<file path="src/rtl/rf_scb.sv">
// rf_scb: register file (2R/1W) with per-register busy scoreboard and post-reset clear engine.
// Latency: reads combinational, writes/busy updates at next edge; `RF_BYPASS_EN forwards wr_* to reads.
// Backpressure: none; wr_en/iss_en are ignored until init_done rises (NUM_REGS edges after reset).
module rf_scb #(
  parameter int DATA_W   = 32,
  parameter int NUM_REGS = 32,
  parameter int ADDR_W   = $clog2(NUM_REGS),
  parameter bit ZERO_REG = 1'b1
) (
  input  logic              clk,
  input  logic              rst_n,
  output logic              init_done,
  input  logic [ADDR_W-1:0] rs1_addr,
  input  logic [ADDR_W-1:0] rs2_addr,
  output logic [DATA_W-1:0] rs1_data,
  output logic [DATA_W-1:0] rs2_data,
  output logic              rs1_busy,
  output logic              rs2_busy,
  input  logic              iss_en,
  input  logic [ADDR_W-1:0] iss_rd,
  input  logic              wr_en,
  input  logic [ADDR_W-1:0] wr_addr,
  input  logic [DATA_W-1:0] wr_data
);

  typedef enum logic {INIT, RUN} state_t;

  localparam logic [ADDR_W-1:0] LAST_IDX = ADDR_W'(NUM_REGS - 1);

  state_t              state;
  logic [ADDR_W-1:0]   clr_idx;
  logic [NUM_REGS-1:0] busy;
  logic [DATA_W-1:0]   mem [NUM_REGS];

  logic run;
  logic wr_ok;
  logic iss_ok;
  logic rs1_ok;
  logic rs2_ok;

  // An address is usable when it exists in the array and is not the hardwired zero register.
  function automatic logic addr_usable(input logic [ADDR_W-1:0] a);
    logic in_range;
    in_range = ({1'b0, a} < (ADDR_W + 1)'(NUM_REGS));
    return in_range && !(ZERO_REG && (a == '0));
  endfunction

  assign run    = (state == RUN);
  assign wr_ok  = run && wr_en  && addr_usable(wr_addr);
  assign iss_ok = run && iss_en && addr_usable(iss_rd);
  assign rs1_ok = run && addr_usable(rs1_addr);
  assign rs2_ok = run && addr_usable(rs2_addr);

  always_ff @(posedge clk or negedge rst_n) begin
    if (!rst_n) begin
      state     <= INIT;
      clr_idx   <= '0;
      init_done <= 1'b0;
      busy      <= '0;
    end else begin
      case (state)
        INIT: begin
          if (clr_idx == LAST_IDX) begin
            state     <= RUN;
            init_done <= 1'b1;
            clr_idx   <= '0;
          end else begin
            clr_idx <= clr_idx + ADDR_W'(1);
          end
        end
        RUN: begin
          // Issue is applied after writeback so a same-address issue leaves the flag set.
          if (wr_ok)  busy[wr_addr] <= 1'b0;
          if (iss_ok) busy[iss_rd]  <= 1'b1;
        end
        default: state <= INIT;
      endcase
    end
  end

  // Array is deliberately unreset; the clear engine zeroes it after every reset.
  always_ff @(posedge clk) begin
    if (state == INIT) begin
      mem[clr_idx] <= '0;
    end else if (wr_ok) begin
      mem[wr_addr] <= wr_data;
    end
  end

  always_comb begin
    rs1_data = '0;
    rs1_busy = 1'b0;
    if (rs1_ok) begin
      rs1_data = mem[rs1_addr];
      rs1_busy = busy[rs1_addr];
    end
`ifdef RF_BYPASS_EN
    if (wr_ok && (wr_addr == rs1_addr)) begin
      rs1_data = wr_data;
      rs1_busy = iss_ok && (iss_rd == rs1_addr);
    end
`endif
  end

  always_comb begin
    rs2_data = '0;
    rs2_busy = 1'b0;
    if (rs2_ok) begin
      rs2_data = mem[rs2_addr];
      rs2_busy = busy[rs2_addr];
    end
`ifdef RF_BYPASS_EN
    if (wr_ok && (wr_addr == rs2_addr)) begin
      rs2_data = wr_data;
      rs2_busy = iss_ok && (iss_rd == rs2_addr);
    end
`endif
  end

endmodule
</file>
<file path="config.mk">
export PLATFORM = sky130hd
export DESIGN_NAME = rf_scb
export DESIGN_NICKNAME = d
export VERILOG_FILES = /design/src/rtl/rf_scb.sv
export SDC_FILE = /design/constraint.sdc
export NUM_CORES = 1
export LEC_CHECK = 0
export CORE_MARGIN = 8
export CORE_UTILIZATION = 63
export CTS_CLUSTER_DIAMETER = 200
export DETAILED_ROUTE_END_ITERATION = 8
export GPL_TIMING_DRIVEN = 0
export HOLD_SLACK_MARGIN = 0.08
export PLACE_DENSITY = 0.8
export REMOVE_ABC_BUFFERS = 1
export SLEW_MARGIN = 25
export SYNTH_ARGS = -nofsm -noshare
export SYNTH_HDL_FRONTEND = slang
export SYNTH_SLANG_ARGS = --single-unit
</file>
<file path="constraint.sdc">
create_clock -name clk -period 14 [get_ports clk]
set_clock_uncertainty 0.15 [all_clocks]
set_input_delay 4.2 -clock clk [delete_from_list [all_inputs] [get_ports clk]]
set_output_delay 4.2 -clock clk [all_outputs]
set_load 0.1 [all_outputs]
</file>
### Placement by cell class

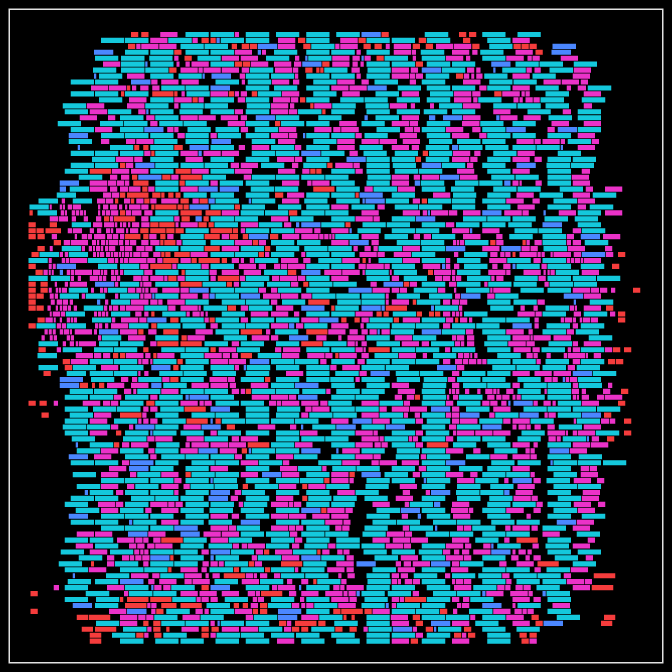
legend:
  other buffers and delay cells:
    color: red
    cells: 323
  all other logic:
    color: magenta
    cells: 1382
  clock drivers and dummy loads:
    color: blue
    cells: 191
  flops:
    color: cyan
    cells: 1063

### Clock wires, drivers and flops

Scale bar: 100 um.
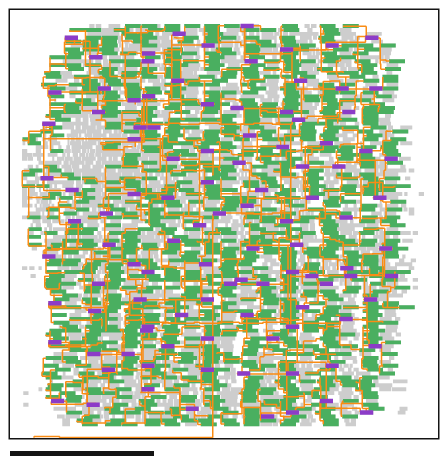
legend:
  flip-flops:
    color: green
    count: 1063
  cells driving clock nets:
    color: purple
    count: 106
  clock wires:
    color: orange
    length: 11500 um
flops lie: all over the die
clock network power share: 0.397
clk_lat worst skew: 0.67 ns
Clk. pwr: 2820 uW

==> run summary <==
fresh numbers from the pnr run: status=finished clean, register area=31700 um^2, Syn Area/Cell=18.9 um^2, cell repeated most along the worst path=buf_16, ANT cells=3, Clock Path Buffers=3, max reg flops=1024, root buf cell=clkbuf_16, Logic pwr share=0.107, met3 WL=about 22000 um, P_leak=approximately 0.021 uW, Worst Path Arrival=8.56 ns, ys flops=1063, Max-area cell share=0.613, Final Util=0.734, TritonRoute pass-1 iters=7, Setup crit start kind=primary input, die span in x=~300 um, WP data required=9.65 ns, Yosys chip area=~50000 um^2, Regs by FF count=mem (1024), busy (32), clr_idx (5), yosys warning tally=0, CP Cell Sequence=buf_8 -> buf_16 -> buf_16 -> nor2_4 -> a21oi_2 -> o221ai_1 -> nor3_1 -> clkdlybuf4s50_1, NonClk Buf Share=0.0654, WHS Endpoint=busy[0], initial antenna violation count=2, number of placed instances, taps included=3816, number of non-clock buffers=323, Post-synth EDFFs=1024, crit share post-route=0.922, initial drt markers=4508, Die Y=298 um, cell taking the most area after synthesis=edfxtp_1, mux frac, synth=0.273, pre-CTS setup slack=1.11 ns, WHS=0.263 ns, FP Core Util=0.636, crit-path max cell delay=1.24 ns, CP startpoint=rs1_addr[0], M3 GR Usage=0.0970, Slew Viols, Final=0, CTS tree=done, Total GRT Usage=0.326, largest net degree at the start of global routing=between 70 and 80, n_taps=1050, post-CTS resize count=0, P per Cell Area=roughly 120 nW/um^2, Final Total Pwr=7100 uW, fraction of layout cells with a size suffix above 1=0.318, Biggest register=mem, GR peak layer=met2, layout net count=2934, final setup margin=between 1 and 1.5 ns, hold buffers post-CTS=0, Die ar.=roughly 89000 um^2, gpl congestion=0.894, WP buf/inv=4, Pwr top=sequential cells, Largest cell class=sequential cells, WL met1=48700 um, Sequential Power Share=0.496, CP delay by family, top=buffers and inverters, crit path max fanout=approximately 56, slew margin rel.=0.240, Post-synth top cells=1024 x edfxtp_1, 460 x mux4_2, 291 x mux2i_1, 78 x buf_2, 75 x clkbuf_1, Levels on crit path=8, ao+oa area frac=0.0435, asr flop ratio synth=0.0367, number of fill cells=approximately 4300, register share after synthesis=0.633, Fin. Hold Viols=0, minimum setup slack among reg-to-reg paths=approximately 9 ns
### Where the registers sit

Other sequential cells in the stronger gray, the rest of the logic in the fainter gray.
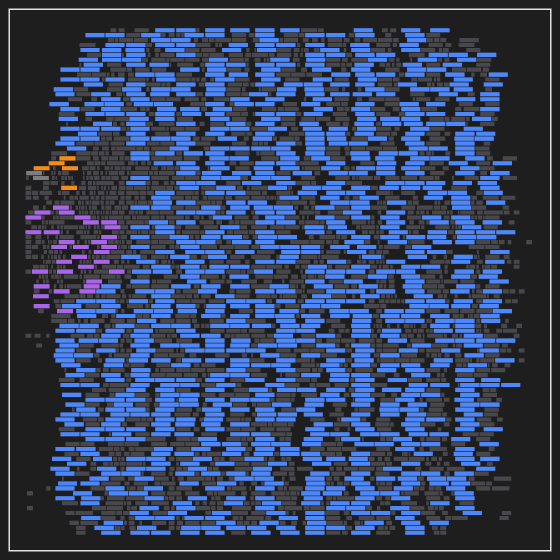
legend:
  clr_idx:
    color: orange
    flops: 5
  busy:
    color: purple
    flops: 32
    where: west
  mem:
    color: blue
    flops: 1024
    where: all over the die

### Clock nets

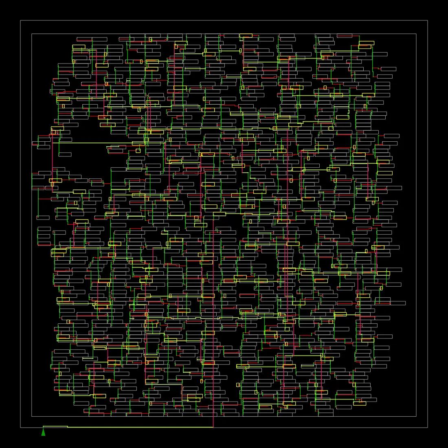
CLK BUF: 124
cts bufs inserted: 106
flop count: 1063

Power is estimated from default activity; no workload was simulated.
